### Signal wires by layer, run 1

Scale bar: 20 um.
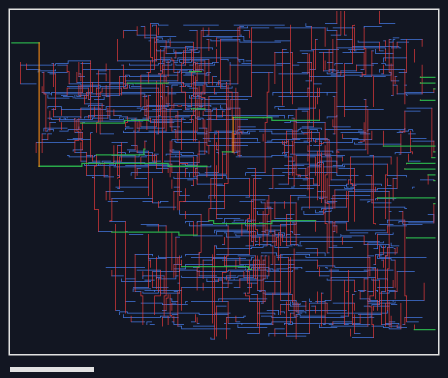
### Port wiring, run 1

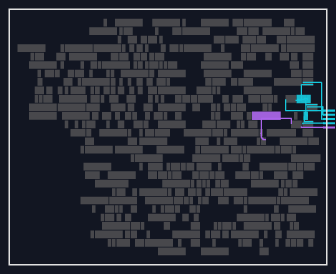
### The clock network, run 1

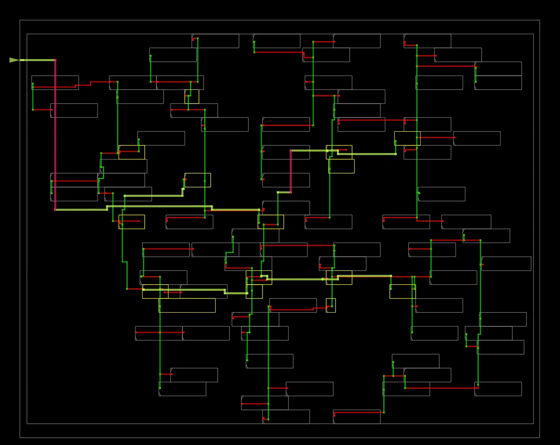
### Cell sizes after repair, run 1

Scale bar: 20 um.
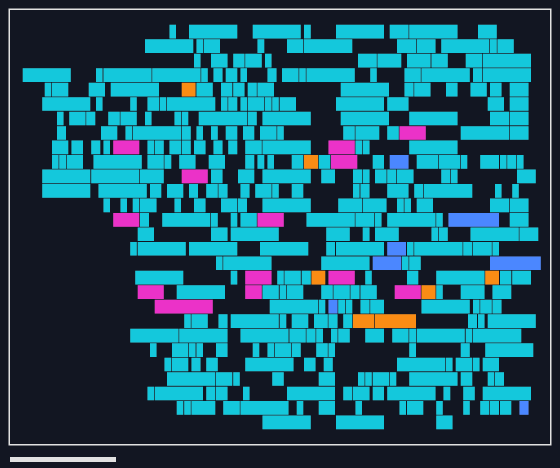
**config.mk**
```make
export PLATFORM = sky130hd
export DESIGN_NAME = switch_sender_multi
export DESIGN_NICKNAME = d
export VERILOG_FILES = /design/src/rtl/switch_sender_multi_pkg.sv /design/src/rtl/switch_sender_multi_frame_serializer.sv /design/src/rtl/switch_sender_multi.sv
export SDC_FILE = /design/constraint.sdc
export NUM_CORES = 1
export LEC_CHECK = 0
export CORE_ASPECT_RATIO = 0.8
export CORE_UTILIZATION = 45
export CTS_CLUSTER_SIZE = 40
export DETAILED_ROUTE_END_ITERATION = 12
export HOLD_SLACK_MARGIN = 0.03
export PLACE_DENSITY = 0.64
export SYNTH_ARGS = -nofsm -noshare
export SYNTH_HDL_FRONTEND = slang
export SYNTH_SLANG_ARGS = --single-unit
```
**constraint.sdc**
```tcl
create_clock -name sysclk -period 3.4 [get_ports sysclk]
set_input_delay 0.51 -clock sysclk [delete_from_list [all_inputs] [get_ports sysclk]]
set_output_delay 0.51 -clock sysclk [all_outputs]
set_load 0.01 [all_outputs]
```
**src/rtl/switch_sender_multi_pkg.sv**
```systemverilog
// switch_sender_multi_pkg: frame states, line levels and a width helper shared by the switch sender.
package switch_sender_multi_pkg;
  typedef enum logic [1:0] {IDLE, START, DATA, STOP} frame_state_e;
  localparam logic START_LVL = 1'b1;
  localparam logic STOP_LVL = 1'b0;
  localparam logic LINE_IDLE = 1'b0;
  function automatic int clog2(input int v);
    for (int r = 0; r < 31; r++) if ((1 << r) >= v) return r;
    return 31;
  endfunction
endpackage

```
**src/rtl/switch_sender_multi_frame_serializer.sv**
```systemverilog
// switch_sender_multi_frame_serializer: sends start bit, WORD_W data bits MSB first, stop bit, each BIT_TICKS cycles.
// Ports: sysclk/rstn clock and async active-low reset; start loads word when idle;
// out serial line (idle low); busy high while a frame is on the line; done is high in the final cycle of the stop bit.
module switch_sender_multi_frame_serializer
  import switch_sender_multi_pkg::*;
#(
  parameter int WORD_W = 2,
  parameter int BIT_TICKS = 50000000
) (
  input  logic              sysclk,
  input  logic              rstn,
  input  logic              start,
  input  logic [WORD_W-1:0] word,
  output logic              out,
  output logic              busy,
  output logic              done
);
  localparam int TW = clog2(BIT_TICKS + 1);
  localparam int BW = clog2(WORD_W + 1);
  frame_state_e state;
  logic [TW-1:0] tick;
  logic [BW-1:0] bit_idx;
  logic [WORD_W-1:0] sh;
  logic bit_end;
  assign bit_end = tick == TW'(BIT_TICKS - 1);
  // done coincides with busy falling so the frame counter updates in the same edge
  assign done = state == STOP && bit_end;
  always_ff @(posedge sysclk or negedge rstn)
    if (!rstn) begin
      state <= IDLE;
      tick <= '0;
      bit_idx <= '0;
      sh <= '0;
      out <= LINE_IDLE;
      busy <= 1'b0;
    end else begin
      tick <= (state == IDLE || bit_end) ? '0 : tick + 1'b1;
      case (state)
        IDLE: if (start) begin
          state <= START;
          out <= START_LVL;
          busy <= 1'b1;
          sh <= word;
        end
        START: if (bit_end) begin
          state <= DATA;
          out <= sh[WORD_W-1];
          sh <= sh << 1;
          bit_idx <= '0;
        end
        DATA: if (bit_end) begin
          if (bit_idx == BW'(WORD_W - 1)) begin
            state <= STOP;
            out <= STOP_LVL;
          end else begin
            out <= sh[WORD_W-1];
            sh <= sh << 1;
            bit_idx <= bit_idx + 1'b1;
          end
        end
        STOP: if (bit_end) begin
          state <= IDLE;
          out <= LINE_IDLE;
          busy <= 1'b0;
        end
        default: state <= IDLE;
      endcase
    end
endmodule

```
**src/rtl/switch_sender_multi.sv**
```systemverilog
// switch_sender_multi: priority-encodes switches and sends the code as a framed serial word on request.
// Ports: sysclk/rstn clock and async active-low reset; sw selection switches (highest index wins);
// write manual-send button; auto toggles auto-repeat on its rising edge; out serial line; busy frame in progress;
// auto_on auto-mode state; no_sel pulse when a request finds sw==0; frame_cnt completed frames (wraps).
module switch_sender_multi
  import switch_sender_multi_pkg::*;
#(
  parameter int NUM_SW = 4,
  parameter int WORD_W = 2,
  parameter int BIT_TICKS = 50000000,
  parameter int AUTO_TICKS = 50000000,
  parameter int CNT_W = 8
) (
  input  logic              sysclk,
  input  logic              rstn,
  input  logic [NUM_SW-1:0] sw,
  input  logic              write,
  input  logic              auto,
  output logic              out,
  output logic              busy,
  output logic              auto_on,
  output logic              no_sel,
  output logic [CNT_W-1:0]  frame_cnt
);
  localparam int AW = clog2(AUTO_TICKS);
  logic write_q, auto_q, pending, done;
  logic write_rise, auto_rise, auto_req, req, serve, start;
  logic [AW-1:0] timer;
  logic [WORD_W-1:0] code;
  assign write_rise = write & ~write_q;
  assign auto_rise = auto & ~auto_q;
  assign auto_req = auto_on && timer == AW'(AUTO_TICKS - 1);
  assign req = write_rise | auto_req;
  assign serve = ~busy & (req | pending);
  assign start = serve & (|sw);
  always_comb begin
    code = '0;
    for (int i = 0; i < NUM_SW; i++) if (sw[i]) code = WORD_W'(i);
  end
  always_ff @(posedge sysclk or negedge rstn)
    if (!rstn) begin
      // previous levels reset high so a button held through reset is not seen as a press
      write_q <= 1'b1;
      auto_q <= 1'b1;
      auto_on <= 1'b0;
      timer <= '0;
      pending <= 1'b0;
      no_sel <= 1'b0;
      frame_cnt <= '0;
    end else begin
      write_q <= write;
      auto_q <= auto;
      auto_on <= auto_on ^ auto_rise;
      timer <= (auto_on && !auto_rise && !auto_req) ? timer + 1'b1 : '0;
      pending <= serve ? 1'b0 : pending | req;
      no_sel <= serve & ~(|sw);
      frame_cnt <= frame_cnt + CNT_W'(done);
    end
  switch_sender_multi_frame_serializer #(
    .WORD_W(WORD_W),
    .BIT_TICKS(BIT_TICKS)
  ) u_ser (
    .sysclk(sysclk),
    .rstn(rstn),
    .start(start),
    .word(code),
    .out(out),
    .busy(busy),
    .done(done)
  );
endmodule

```
==> results.txt, run 1 <==
impl run done, here's what came out: Worst Path Required 3620 ps, Via-to-Cell Ratio 5.10, synthesized flop and latch total 73, post-route DRC violation count 0, pwr dens 422 nW/um^2, # IOs 20, Cell area leaders dfrtp_1, xor2_1, nor2_1, CP Max Fanout 4, met3 GRT Util 5.19%, Reg area 1830 sq um, clk buf depth 2, Setup crit start kind flip-flop, GR Util met2 26.4%, clk_skew 14.2 ps, ys cells 359, largest net degree at the start of global routing 29, Critical Setup Path Class flip-flop to flip-flop, post-layout util 54.1%, Top cell area share 49.9%, Antenna Cells 0, TNS Setup 0 ps, sequential element share of the synthesized area 51.3%, die area 8280 sq um, Distinct lib cells used 37, design area 4080 sq um, Filler cells 675, final period utilization 71.7%, WL met1 3440 um, clock sinks 73, Hold Path Class primary input to async pin, final hold vios 0, Routed Antenna Nets 0, post-detail-place hpwl 4560 um, antenna violations before repair 0, combinational gate area 1640 sq um, most common logic cell in the routed design dfrtp_1, final setup fails 0, met3 routed wirelength 246 um, CTS root buffer clkbuf_8, status finished clean, fp util 47.3%, Cells after Synth 359, layer with the highest usage met2, buffers added on ports 19, Post-synth ARST share 100%, unrepaired setup endpoints after global routing no, CP Buf/Inv Count 0, peak supply drop 189 uV, Yosys warning count 0, Adder-Cell Fraction of Synth Area 3.51%
About 'Signal wires by layer':
metal 3: shown in green, wire length 246 um. metal 2: shown in red, wire length 2740 um. metal 4: shown in orange, wire length 37.4 um. metal 1: shown in blue, wire length 3440 um.

About 'Port wiring':
sw: shown in cyan, bits 4, direction input, end cells 4, buffers 4, wire 78.1 um. busy: shown in purple, bits 1, direction output, end cells 1, buffers 1, wire 27.0 um.

About 'The clock network':
# clk buffers: 11
TritonCTS Buffers: 9
clk ins delay skew pair: 340 ps

About 'Cell sizes after repair':
_3 and _4 cells: shown in orange, cells 7, share 1.8%, most used buf_4. _0 and _1 cells: shown in cyan, cells 361, share 93%, most used dfrtp_1. _2 cells: shown in blue, cells 7, share 1.8%. _6 and larger: shown in magenta, cells 13, share 3.4%, most used clkbuf_8.

-- run 1: worst paths after layout --
path                       startpoint        endpoint  slack (ps)  depth (start not counted)
setup / recovery            timer[10]  u_ser.state[1]         960                          6
hold / removal                   rstn       timer[21]         120                          1
setup reg to reg            timer[10]  u_ser.state[1]         960                          6
hold reg to reg            u_ser.busy          no_sel         470                          1
max in group asynchronous        rstn   u_ser.tick[3]        2510                          2
min in group sysclk        u_ser.busy          no_sel         470                          1
-- run 1: worst reg2reg max path: cells and delay by family (launching register included) --
family / cells / cell delay, ps
AND/OR/NAND/NOR: 4 / 1420
multiplexers: 1 / 340
flip-flops: 1 / 420
AND-OR/OR-AND: 1 / 140
-- run 1: metrics by stage --
step	setup WS (ps)	power (mW)	hold WS, ps	std cells
after floorplan	1130	0.991	214	359
after global placement	1020	1.05	461	478
after detailed placement	979	1.05	466	478
after CTS	972	1.75	136	493
after global routing	840	1.81	159	493
final	963	1.72	123	493
-- run 1: final cells by class --
cell class              instances  share of cell area (%)
flip-flops and latches         73                    44.9
repair buffers                 23                    5.28
inverters                      14                    1.29
well taps                     105                    3.22
clock inverters                 4                    1.26
multi-input cells             263                    40.3
clock buffers                  11                    3.72
-- run 1: flip-flops by register name, summed over array words and instances (netlist names), 2 cells and up --
register       count
u_ser.tick        26
frame_cnt          8
u_ser.state        2
timer             26
u_ser.sh           2
u_ser.bit_idx      2
-- run 1: power by group --
| group | total [mW] | internal, mW | switching, mW |
|---|---|---|---|
| clock | 0.689 | 0.376 | 0.313 |
| sequential | 0.909 | 0.890 | 0.0186 |
| combinational | 0.121 | 0.0421 | 0.0787 |
==> inputs of run 2 (changes only) <==
==> constraint.sdc (replaced) <==
create_clock -name sysclk -period 2.43 [get_ports sysclk]
set_input_delay 0.3645 -clock sysclk [delete_from_list [all_inputs] [get_ports sysclk]]
set_output_delay 0.3645 -clock sysclk [all_outputs]
set_load 0.01 [all_outputs]
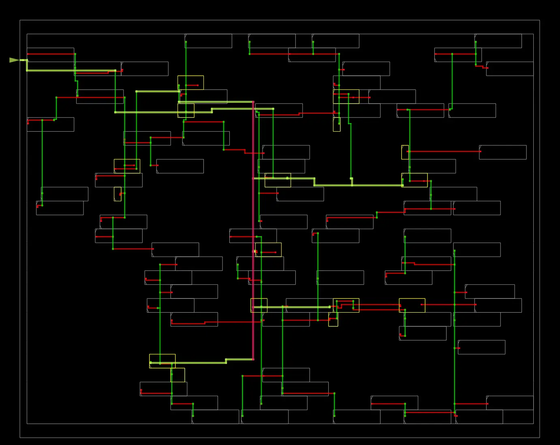
*The clock network, run 2*
clk_skew: 13.3 ps
Clock group: 0.823 mW
Flop Count: 73
# clk buffers: 12

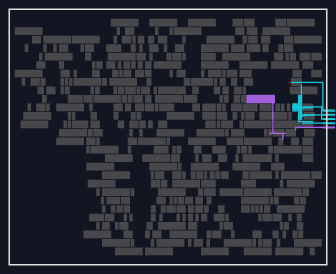
*Port wiring, run 2*
sw: shown in cyan, bits 4, direction input, end cells 4, buffers 4, wire 74.1 um. busy: shown in purple, bits 1, direction output, end cells 1, buffers 1, wire 27.8 um.

==> run 2 against run 1 <==
Net effect: sequential cell count did not move; first-iteration DRC count grew 96%; synthesized area is the same; critical path depth did not move; largest cell class unchanged.
==> results.txt, run 2 <==
impl run done, here's what came out: status finished clean (unchanged), post-detail-place hpwl 4530 um (was 4560 um), Post-synth ARST share 100% (unchanged), Top cell area share 49.9% (unchanged), r2r endpoint u_ser.state[1] (unchanged), design area 4120 sq um (was 4080 sq um), # IOs 20 (unchanged), setup slack, reg-to-reg 90 ps (was 960 ps), post-route DRC violation count 0 (unchanged), worst hold slack 32.2 ps (was 123 ps), non-filler cells, final 499 (was 493), Yosys warning count 0 (unchanged), CP Buf/Inv Count 0 (unchanged), sequential element share of the synthesized area 51.3% (unchanged), Hold Path Class primary input to async pin (unchanged), Reg2Reg Depth 6 (unchanged), Antenna Cells 0 (unchanged), clock sinks 73 (unchanged), final worst setup slack 85.7 ps (was 963 ps), R2R Path Start timer[10] (unchanged)
[run 2: cells by family after synthesis]
kind of cell / count (synthesis) / synth area share [%]
AND-OR/OR-AND: 15 / 2.81
XOR/XNOR: 52 / 12.8
adder cells (fa/ha/maj): 10 / 3.51
flip-flops: 73 / 51.3
buffers and inverters: 23 / 2.53
AND/OR/NAND/NOR: 181 / 25.5
multiplexers: 5 / 1.54
[run 2: power by group]
group	internal (mW)	switching (mW)	leakage, nW	total (mW)
logic	0.0763	0.114	0.661	0.191
registers	1.25	0.0264	0.985	1.27
clock network	0.373	0.450	0.0805	0.823
[run 2: repair_timing]
item | CTS | global route
setup endpoints to repair | 0 | 5
setup buffers | 0 | 1
hold buffers | 0 | 0
gates resized | 0 | 4
[run 2: worst max path at each step]
| stage | start | end | depth (start not counted) |
|---|---|---|---|
| final | timer[10] | u_ser.state[1] | 6 |
| after global routing | timer[10] | u_ser.state[1] | 6 |
| after CTS | timer[10] | u_ser.sh[0] | 6 |
| after detailed placement | timer[10] | u_ser.sh[0] | 6 |
| after global placement | timer[10] | u_ser.sh[0] | 6 |
| after floorplan | timer[10] | u_ser.state[1] | 6 |
[run 2: cell type report]
cell class                      count  area [sq um]
Clock buffer                       12           135
Clock inverter                      4          30.0
Fill cell                         670          3420
Inverter                           14          52.6
Multi-Input combinational cell    263          1660
Sequential cell                    73          1830
Tap cell                          105           131
Timing Repair Buffer               28           278
[run 2: layer usage]
metal,GRT usage (%),part of all wire [%],vias up
met5,0,0,-
met4,4.78,0.79,0
met3,6.89,5.2,5
met2,24.8,42,57
met1,23.8,52,1215
li1,-,-,1274
==> inputs of run 3 (changes only) <==
--- a/config.mk
+++ b/config.mk
@@ -5,11 +5,13 @@
 export SDC_FILE = /design/constraint.sdc
 export NUM_CORES = 1
 export LEC_CHECK = 0
+export ABC_CLOCK_PERIOD_IN_PS = 2430
 export CORE_ASPECT_RATIO = 0.8
 export CORE_UTILIZATION = 45
 export CTS_CLUSTER_SIZE = 40
 export DETAILED_ROUTE_END_ITERATION = 12
-export HOLD_SLACK_MARGIN = 0.03
+export GPL_TIMING_DRIVEN = 0
+export HOLD_SLACK_MARGIN = 0.08
 export PLACE_DENSITY = 0.64
 export SYNTH_ARGS = -nofsm -noshare
 export SYNTH_HDL_FRONTEND = slang
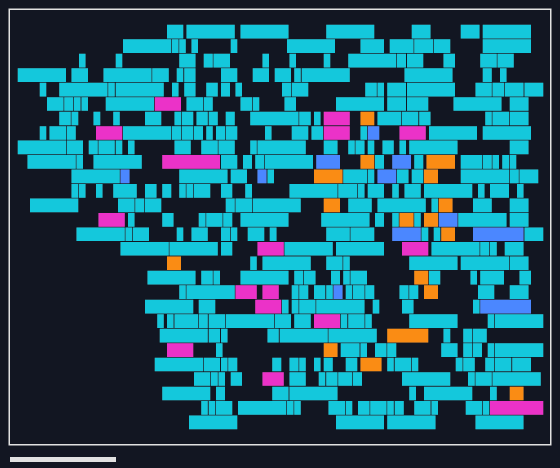
*Cell sizes after repair, run 3*
Scale bar: 20 um.
_3 and _4 cells: shown in orange, cells 17, share 4.2%, most used buf_4. _6 and larger: shown in magenta, cells 16, share 4.0%, most used clkbuf_8. _2 cells: shown in blue, cells 11, share 2.7%, most used nor3_2. _0 and _1 cells: shown in cyan, cells 360, share 89%, most used dfrtp_1.

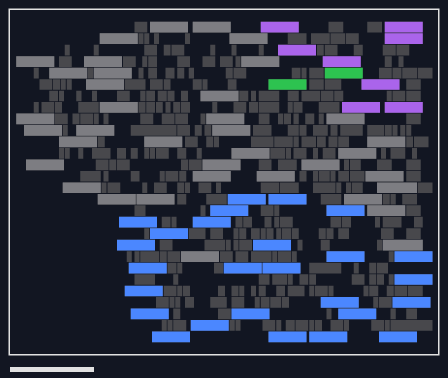
*Sequential cells coloured by netlist name, run 3*
Scale bar: 20 um. Other sequential cells in the stronger grey, the rest of the logic in the fainter grey.
u_ser.bit_idx: shown in green, flops 2. frame_cnt: shown in purple, flops 8, where north-east. timer: shown in blue, flops 26.
Another 37 sequential cells are not coloured.

==> run 3 against run 2 <==
Net effect: the flow now finishes with violations (negative setup slack); clock skew down 1.2 ps; sequential share of layout area down 1.2 points; critical path depth unchanged; sequential cell count unchanged; design area up 2.8%; combinational power up 8%; worst setup slack worse by 110 ps; clock power up about 20%; routed wire length up 1.4%; register-to-register slack worse by 110 ps; critical endpoint unchanged.
==> results.txt, run 3 <==
impl run done, here's what came out: status finished with violations (was finished clean), failing checks negative setup slack, Setup Buffers After CTS 6 (was 0), clk ins delay skew pair 350 ps (about the same), highest metal used met4 (unchanged), well tap count 105 (unchanged), CTS root buffer clkbuf_8 (unchanged), Routed Antenna Nets 0 (unchanged), # IOs 20 (unchanged), Flop Count 73 (unchanged), combinational gate area 1670 sq um (was 1660 sq um), WL met1 3420 um (was 3310 um), TritonCTS Buffers 9 (unchanged), Hold Path Class primary input to flip-flop (was primary input to async pin), post-CTS resize count 3 (was 0), Total Power 2.46 mW (was 2.29 mW), hold buffers post-CTS 1 (was 0), area-dominant cell class after layout registers (unchanged), peak supply drop 262 uV (was 299 uV), antenna violations before repair 0 (unchanged), flop share of the area 43.2% (was 44.4%), final setup fails 1 (was 0), clk buf depth 2 (unchanged), Distinct lib cells used 37 (unchanged), TNS Setup -25.5 ps (was 0 ps), final worst setup slack -25.5 ps (was 85.7 ps), Worst Path Required 2660 ps (was 2670 ps)
==> run 3: cell counts after synthesis <==
Identical to the previous run, type by type.
==> run 3: final timing paths <==
path,from,to,cells after the start
max in group asynchronous,rstn,u_ser.tick[4],3
hold reg to reg,frame_cnt[7],frame_cnt[7],1
min in group asynchronous,rstn,timer[14],2
setup / recovery,timer[10],u_ser.state[1],6
setup reg to reg,timer[10],u_ser.state[1],6
hold / removal,write,write_q,1
==> run 3: cells by family after synthesis <==
family	share of synthesized area [%]
flip-flops	51.3
multiplexers	1.54
AND-OR/OR-AND	2.81
XOR/XNOR	12.8
buffers and inverters	2.53
adder cells (fa/ha/maj)	3.51
AND/OR/NAND/NOR	25.5
==> run 3: per-layer routing <==
layer  vias up  GRT usage, %
met3         5          5.62
met2        38          26.3
li1       1298             -
met1      1206          24.8
met4         0          5.22
met5         -             0
==> run 3: metrics by stage <==
| stage | hold WS, ps | setup WS [ps] | area (sq um) | util (%) |
|---|---|---|---|---|
| floorplan | 68.9 | 157 | 3560 | - |
| global placement | 462 | -1560 | 3880 | 51.6 |
| detailed placement | 322 | -192 | 3910 | 51.9 |
| CTS | 431 | 0.534 | 4180 | 55.5 |
| global route | 442 | -127 | 4230 | 56.2 |
| finish | 452 | -25.5 | 4230 | 56.2 |
==> run 3: worst max-delay path: stages, from the launching register on <==
cell and delay [ps]:
dfrtp_1 400, or4_1 520, or4_4 440, nor4_4 290, o2bb2ai_2 130, nor3_2 240, mux2_4 320
==> run 3: report_power, final <==
part / total [mW] / switching (mW) / internal (mW)
clock: 0.987 / 0.454 / 0.533
sequential: 1.27 / 0.0250 / 1.25
combinational: 0.206 / 0.118 / 0.0881
total: 2.46 / 0.597 / 1.87
Power and IR drop assume default switching activity.
